### config.mk
export PLATFORM = sky130hd
export DESIGN_NAME = bus_grant_arbiter_flat
export DESIGN_NICKNAME = d
export VERILOG_FILES = /design/src/rtl/bus_grant_arbiter_if.sv /design/src/rtl/bus_grant_arbiter.sv /design/src/flat_wrapper.sv
export SDC_FILE = /design/constraint.sdc
export NUM_CORES = 1
export LEC_CHECK = 0
export CORE_UTILIZATION = 46
export DETAILED_ROUTE_END_ITERATION = 8
export PLACE_DENSITY = 0.73
export SETUP_SLACK_MARGIN = 0.5
export SKIP_CTS_REPAIR_TIMING = 1
export SYNTH_ARGS = -nofsm -noshare
export SYNTH_HDL_FRONTEND = slang
export SYNTH_SLANG_ARGS = --single-unit
### constraint.sdc
create_clock -name CLOCK -period 1.8 [get_ports CLOCK]
set_input_delay 0.27 -clock CLOCK [delete_from_list [all_inputs] [get_ports CLOCK]]
set_output_delay 0.27 -clock CLOCK [all_outputs]
set_load 0.02 [all_outputs]
### src/rtl/bus_grant_arbiter_if.sv
// bus_grant_arbiter_if
//   Three-wire 68k bus arbitration signals shared by the requesters and the arbiter.
//   _BR     per-requester bus request, active low (requesters -> arbiter)
//   _BGACK  wired bus-grant-acknowledge, active low (requesters -> arbiter)
//   _AS     address strobe of the current master, active low (requesters -> arbiter)
//   _BG     per-requester bus grant, active low, one-hot (arbiter -> requesters)
//   Modports: master = requester side, slave = arbiter side.
interface bus_grant_arbiter_if #(
    parameter int NREQ = 2
);
    logic [NREQ-1:0] _BR;
    logic            _BGACK;
    logic            _AS;
    logic [NREQ-1:0] _BG;

    modport master (
        output _BR,
        output _BGACK,
        output _AS,
        input  _BG
    );

    modport slave (
        input  _BR,
        input  _BGACK,
        input  _AS,
        output _BG
    );
endinterface

### src/rtl/bus_grant_arbiter.sv
// bus_grant_arbiter
//   Granting end of the 68k BR/BG/BGACK arbitration for the expansion bus. Round-robin
//   among NREQ requesters, one-hot active-low grants, ownership tracked through _BGACK,
//   unacknowledged grants withdrawn after GRANT_TIMEOUT cycles.
//   Ports:
//     CLOCK    system clock, posedge
//     RST      synchronous reset, active high
//     ENABLE   1 = new grants allowed; current tenure always completes
//     bus      arbitration interface (slave side): _BR, _BGACK, _AS in; _BG out
//     OWNER    index of granted/owning requester (valid when STATE != IDLE)
//     BUSY     1 while OWNED
//     TIMEOUT  one-cycle pulse when an unacknowledged grant is withdrawn
//     STATE    current state (IDLE=0, GRANT=1, OWNED=2, RELEASE=3)
//   Build option: define ARB_INPUT_SYNC_EN to pass _BR/_BGACK/_AS through 2-flop
//   synchronisers (reset to 1) before use; adds 2 cycles to every input-driven latency.
module bus_grant_arbiter #(
    parameter int NREQ          = 2,
    parameter int GRANT_TIMEOUT = 64
) (
    input  logic                   CLOCK,
    input  logic                   RST,
    input  logic                   ENABLE,
    bus_grant_arbiter_if.slave     bus,
    output logic [2:0]             OWNER,
    output logic                   BUSY,
    output logic                   TIMEOUT,
    output logic [1:0]             STATE
);
    localparam int unsigned N       = NREQ;
    localparam logic [7:0]  TO_LAST = 8'(GRANT_TIMEOUT - 1);
    localparam logic [2:0]  LAST    = 3'(NREQ - 1);

    typedef enum logic [1:0] {
        IDLE    = 2'd0,
        GRANT   = 2'd1,
        OWNED   = 2'd2,
        RELEASE = 2'd3
    } state_t;

    state_t          state_q, state_d;
    logic [NREQ-1:0] bg_q, bg_d;
    logic [2:0]      owner_q, owner_d;
    logic [2:0]      rr_ptr_q, rr_ptr_d;
    logic [7:0]      cnt_q, cnt_d;
    logic            busy_q, busy_d;
    logic            timeout_q, timeout_d;

    logic [NREQ-1:0] br_s;
    logic            bgack_s;
    logic            as_s;

`ifdef ARB_INPUT_SYNC_EN
    logic [NREQ-1:0] br_s1_q, br_s2_q;
    logic            bgack_s1_q, bgack_s2_q;
    logic            as_s1_q, as_s2_q;

    always_ff @(posedge CLOCK) begin
        if (RST) begin
            br_s1_q    <= '1;
            br_s2_q    <= '1;
            bgack_s1_q <= 1'b1;
            bgack_s2_q <= 1'b1;
            as_s1_q    <= 1'b1;
            as_s2_q    <= 1'b1;
        end else begin
            br_s1_q    <= bus._BR;
            br_s2_q    <= br_s1_q;
            bgack_s1_q <= bus._BGACK;
            bgack_s2_q <= bgack_s1_q;
            as_s1_q    <= bus._AS;
            as_s2_q    <= as_s1_q;
        end
    end

    assign br_s    = br_s2_q;
    assign bgack_s = bgack_s2_q;
    assign as_s    = as_s2_q;
`else
    assign br_s    = bus._BR;
    assign bgack_s = bus._BGACK;
    assign as_s    = bus._AS;
`endif

    // Round-robin scan: first low request at or above rr_ptr, wrapping to 0.
    logic       found;
    logic [2:0] win;
    logic       own_br;
    logic [2:0] next_ptr;

    always_comb begin
        found = 1'b0;
        win   = '0;
        for (int unsigned k = 0; k < N; k++) begin
            for (int unsigned j = 0; j < N; j++) begin
                if (!found && (j == ((32'(rr_ptr_q) + k) % N)) && !br_s[j]) begin
                    found = 1'b1;
                    win   = 3'(j);
                end
            end
        end
        own_br = 1'b1;
        for (int unsigned j = 0; j < N; j++) begin
            if (3'(j) == owner_q) own_br = br_s[j];
        end
        next_ptr = (owner_q == LAST) ? '0 : owner_q + 3'd1;
    end

    always_comb begin
        state_d   = state_q;
        bg_d      = '1;
        owner_d   = owner_q;
        rr_ptr_d  = rr_ptr_q;
        cnt_d     = cnt_q;
        busy_d    = 1'b0;
        timeout_d = 1'b0;
        case (state_q)
            IDLE: begin
                // A low _BGACK here belongs to a foreign owner: grant nothing.
                if (ENABLE && found && bgack_s) begin
                    state_d = GRANT;
                    owner_d = win;
                    cnt_d   = '0;
                    for (int unsigned j = 0; j < N; j++) begin
                        if (3'(j) == win) bg_d[j] = 1'b0;
                    end
                end
            end
            GRANT: begin
                cnt_d = (cnt_q == 8'hFF) ? cnt_q : cnt_q + 8'd1;
                if (!bgack_s) begin
                    state_d = OWNED;
                    busy_d  = 1'b1;
                end else if (own_br) begin
                    state_d = IDLE;
                end else if (cnt_q == TO_LAST) begin
                    state_d   = RELEASE;
                    timeout_d = 1'b1;
                    rr_ptr_d  = next_ptr;
                end else begin
                    for (int unsigned j = 0; j < N; j++) begin
                        if (3'(j) == owner_q) bg_d[j] = 1'b0;
                    end
                end
            end
            OWNED: begin
                if (bgack_s) begin
                    state_d  = RELEASE;
                    rr_ptr_d = next_ptr;
                end else begin
                    busy_d = 1'b1;
                end
            end
            RELEASE: begin
                if (as_s && bgack_s) state_d = IDLE;
            end
            default: state_d = IDLE;
        endcase
    end

    always_ff @(posedge CLOCK) begin
        if (RST) begin
            state_q   <= IDLE;
            bg_q      <= '1;
            owner_q   <= '0;
            rr_ptr_q  <= '0;
            cnt_q     <= '0;
            busy_q    <= 1'b0;
            timeout_q <= 1'b0;
        end else begin
            state_q   <= state_d;
            bg_q      <= bg_d;
            owner_q   <= owner_d;
            rr_ptr_q  <= rr_ptr_d;
            cnt_q     <= cnt_d;
            busy_q    <= busy_d;
            timeout_q <= timeout_d;
        end
    end

    assign bus._BG = bg_q;
    assign OWNER   = owner_q;
    assign BUSY    = busy_q;
    assign TIMEOUT = timeout_q;
    assign STATE   = state_q;
endmodule

### src/flat_wrapper.sv
// flat-port wrapper written by rule: the top's interface ports become plain ports
module bus_grant_arbiter_flat 
#(
    parameter int NREQ          = 2,
    parameter int GRANT_TIMEOUT = 64
)
  (CLOCK, RST, ENABLE, OWNER, BUSY, TIMEOUT, STATE, bus__BR, bus__BGACK, bus__AS, bus__BG);
  bus_grant_arbiter_if #(.NREQ(NREQ)) bus_i ();
  input  logic CLOCK;
  input  logic RST;
  input  logic ENABLE;
  output logic [2:0] OWNER;
  output logic BUSY;
  output logic TIMEOUT;
  output logic [1:0] STATE;
  input wire logic [$bits(bus_i._BR)-1:0] bus__BR;
  input wire logic [$bits(bus_i._BGACK)-1:0] bus__BGACK;
  input wire logic [$bits(bus_i._AS)-1:0] bus__AS;
  output wire logic [$bits(bus_i._BG)-1:0] bus__BG;
  assign bus_i._BR = bus__BR;
  assign bus_i._BGACK = bus__BGACK;
  assign bus_i._AS = bus__AS;
  assign bus__BG = bus_i._BG;
  bus_grant_arbiter #(.NREQ(NREQ), .GRANT_TIMEOUT(GRANT_TIMEOUT)) u_core (.CLOCK(CLOCK), .RST(RST), .ENABLE(ENABLE), .bus(bus_i), .OWNER(OWNER), .BUSY(BUSY), .TIMEOUT(TIMEOUT), .STATE(STATE));
endmodule
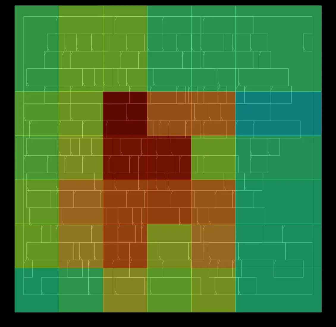
(run_1/final_congestion.png)
GR Layer Usage met3: 5.28%
most used routing layer: met2

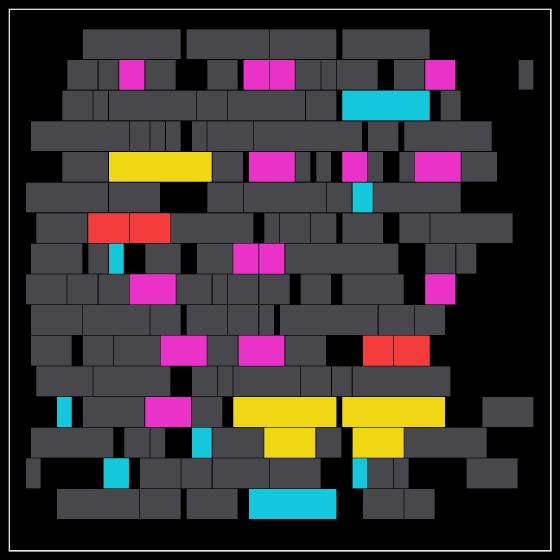
(run_1/gate_families.png)
legend:
  NOR gates:
    color: cyan
    cells: 8
    most_used: nor2_1
  AND and OR gates:
    color: magenta
    cells: 14
    most_used: or4_4
  adder and majority cells:
    color: yellow
    cells: 5
    most_used: ha_4
  AND-OR and OR-AND gates:
    color: red
    cells: 4
    most_used: a221o_1

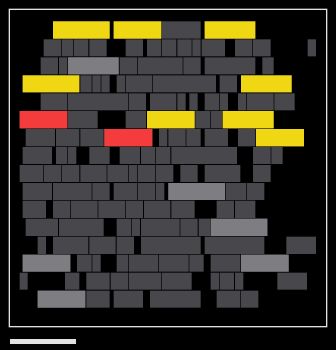
(run_1/registers.png)
Scale bar: 10 um. Other sequential cells in the stronger gray, the rest of the logic in the fainter gray.
legend:
  `u_core.cnt_q`:
    color: yellow
    placed_flops: 8
  `u_core.bus._BG`:
    color: red
    placed_flops: 2
fin util: 77.5%
FF/Latch Area: 340 sq um
sequential power: 0.000396 W

==> run summary, run 1 <==
Outcome -> complete, no violations
Met2 usage -> 32.4%
Routability cong. -> 0.851
Library cells used by synthesis -> 42
Core Area -> 1960 sq um
Hold Path Stages -> 3
Slowest stage delay, CP -> 0.47 ns
Fmax -> 595 MHz
Bufs and invs on worst path -> 0
Worst setup EP type -> register
Via count -> 1038
Met2 WL -> 1360 um
Setup TNS -> 0 ns
FF-to-FF path depth -> 5
Largest net degree at the start of global routing -> 16
Tool Warnings -> 31
Synth warn -> 0
Relative slew slack -> 63.9%
Comb power -> 0.000330 W
Inverters, non-clock -> 8
Most frequent cells in the layout -> buf_4, nand2_1, dlymetal6s2s_1, dfxtp_1
Switching pwr -> 0.000311 W
Count leader, synth -> dfxtp_1
#MultiIn Comb -> 83
Asr flop ratio synth -> 0%
Root buf cell -> clkbuf_4
Flop share of the area -> 22.4%
Share of power burned in registers -> 40.9%
Clk cell area share -> 2.39%
Largest Pwr Group -> sequential cells
FP Core Util -> 49.4%
Initial DRC Count -> 30
Min Hold Slack -> 0.441 ns
Post-synth EDFFs -> 0
1st-pass router iterations -> 5
Top non-seq family -> AND-OR/OR-AND gates
Commonest flop -> dfxtp_1
MUX area fraction -> 4.26%
Yosys Chip Area -> 970 sq um
Synth cell count leaders -> dfxtp_1, nand2_1, a21oi_1, inv_1
Max-area cell class -> multi-input combinational cells
Post-route ant nets -> 0
Synth-to-Final Area Change -> 56.8%
Logic pwr share -> 34.0%
==> inputs of run 2 (changes only) <==
Settings changed: HOLD_SLACK_MARGIN from default to 0.12.
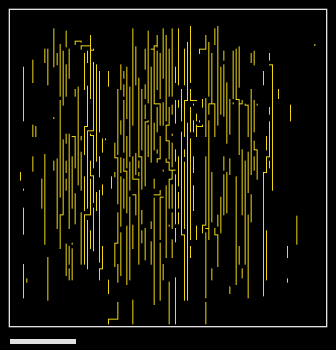
(run_2/met2.png)
Scale bar: 10 um.
share of all routed wire: 50%
longest straight run: 26.9 um
met2 usage: 32.4%
DRT Wirelength: 2750 um
via count: 1038

==> run 2 against run 1 <==
Fmax unchanged. Clock power is essentially flat. Sequential share of layout area is the same. Cell count unchanged. Via count unchanged. Synthesized area stayed put. Worst setup slack unchanged. Global-route usage unchanged. Sequential power about the same. Die size unchanged. Synthesized cell count unchanged. First-iteration DRC count did not move. Largest cell class unchanged. Largest power group unchanged.
==> run summary, run 2 <==
Flop share of the area -> 22.4% (unchanged)
Tool Warnings -> 31 (unchanged)
Largest net degree at the start of global routing -> 16 (unchanged)
FF-to-FF path depth -> 5 (unchanged)
Share of power burned in registers -> 40.9% (about the same)
Asr flop ratio synth -> 0% (unchanged)
1st-pass router iterations -> 5 (unchanged)
Outcome -> complete, no violations
Synth cell count leaders -> dfxtp_1, nand2_1, a21oi_1, inv_1
Library cells used by synthesis -> 42 (unchanged)
Synth warn -> 0 (unchanged)
Commonest flop -> dfxtp_1
Min Hold Slack -> 0.441 ns (unchanged)
Bufs and invs on worst path -> 0 (unchanged)
MUX area fraction -> 4.26% (unchanged)
Comb power -> 0.000330 W (about the same)
FF/Latch Area -> 340 sq um (unchanged)
Sequential power -> 0.000396 W (about the same)
Relative slew slack -> 63.9% (unchanged)
Count leader, synth -> dfxtp_1
Clk cell area share -> 2.39% (unchanged)
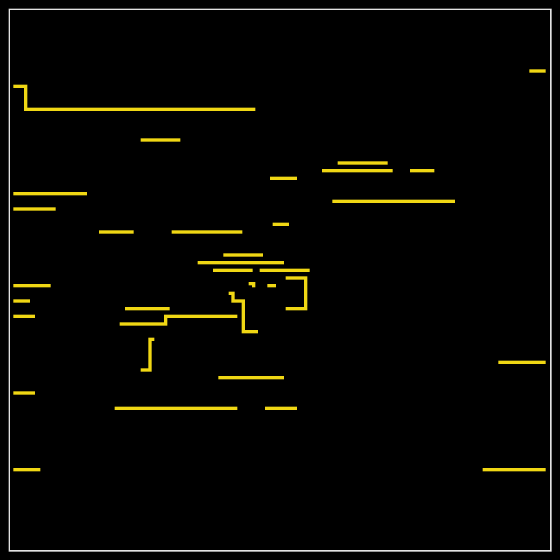
(run_2/met3.png)
longest straight run: 20.2 um
share of all routed wire: 5.7%
nets with wire on the layer: 31
main direction: horizontal
wire length on this layer: 157 um

Power and IR drop assume default switching activity.
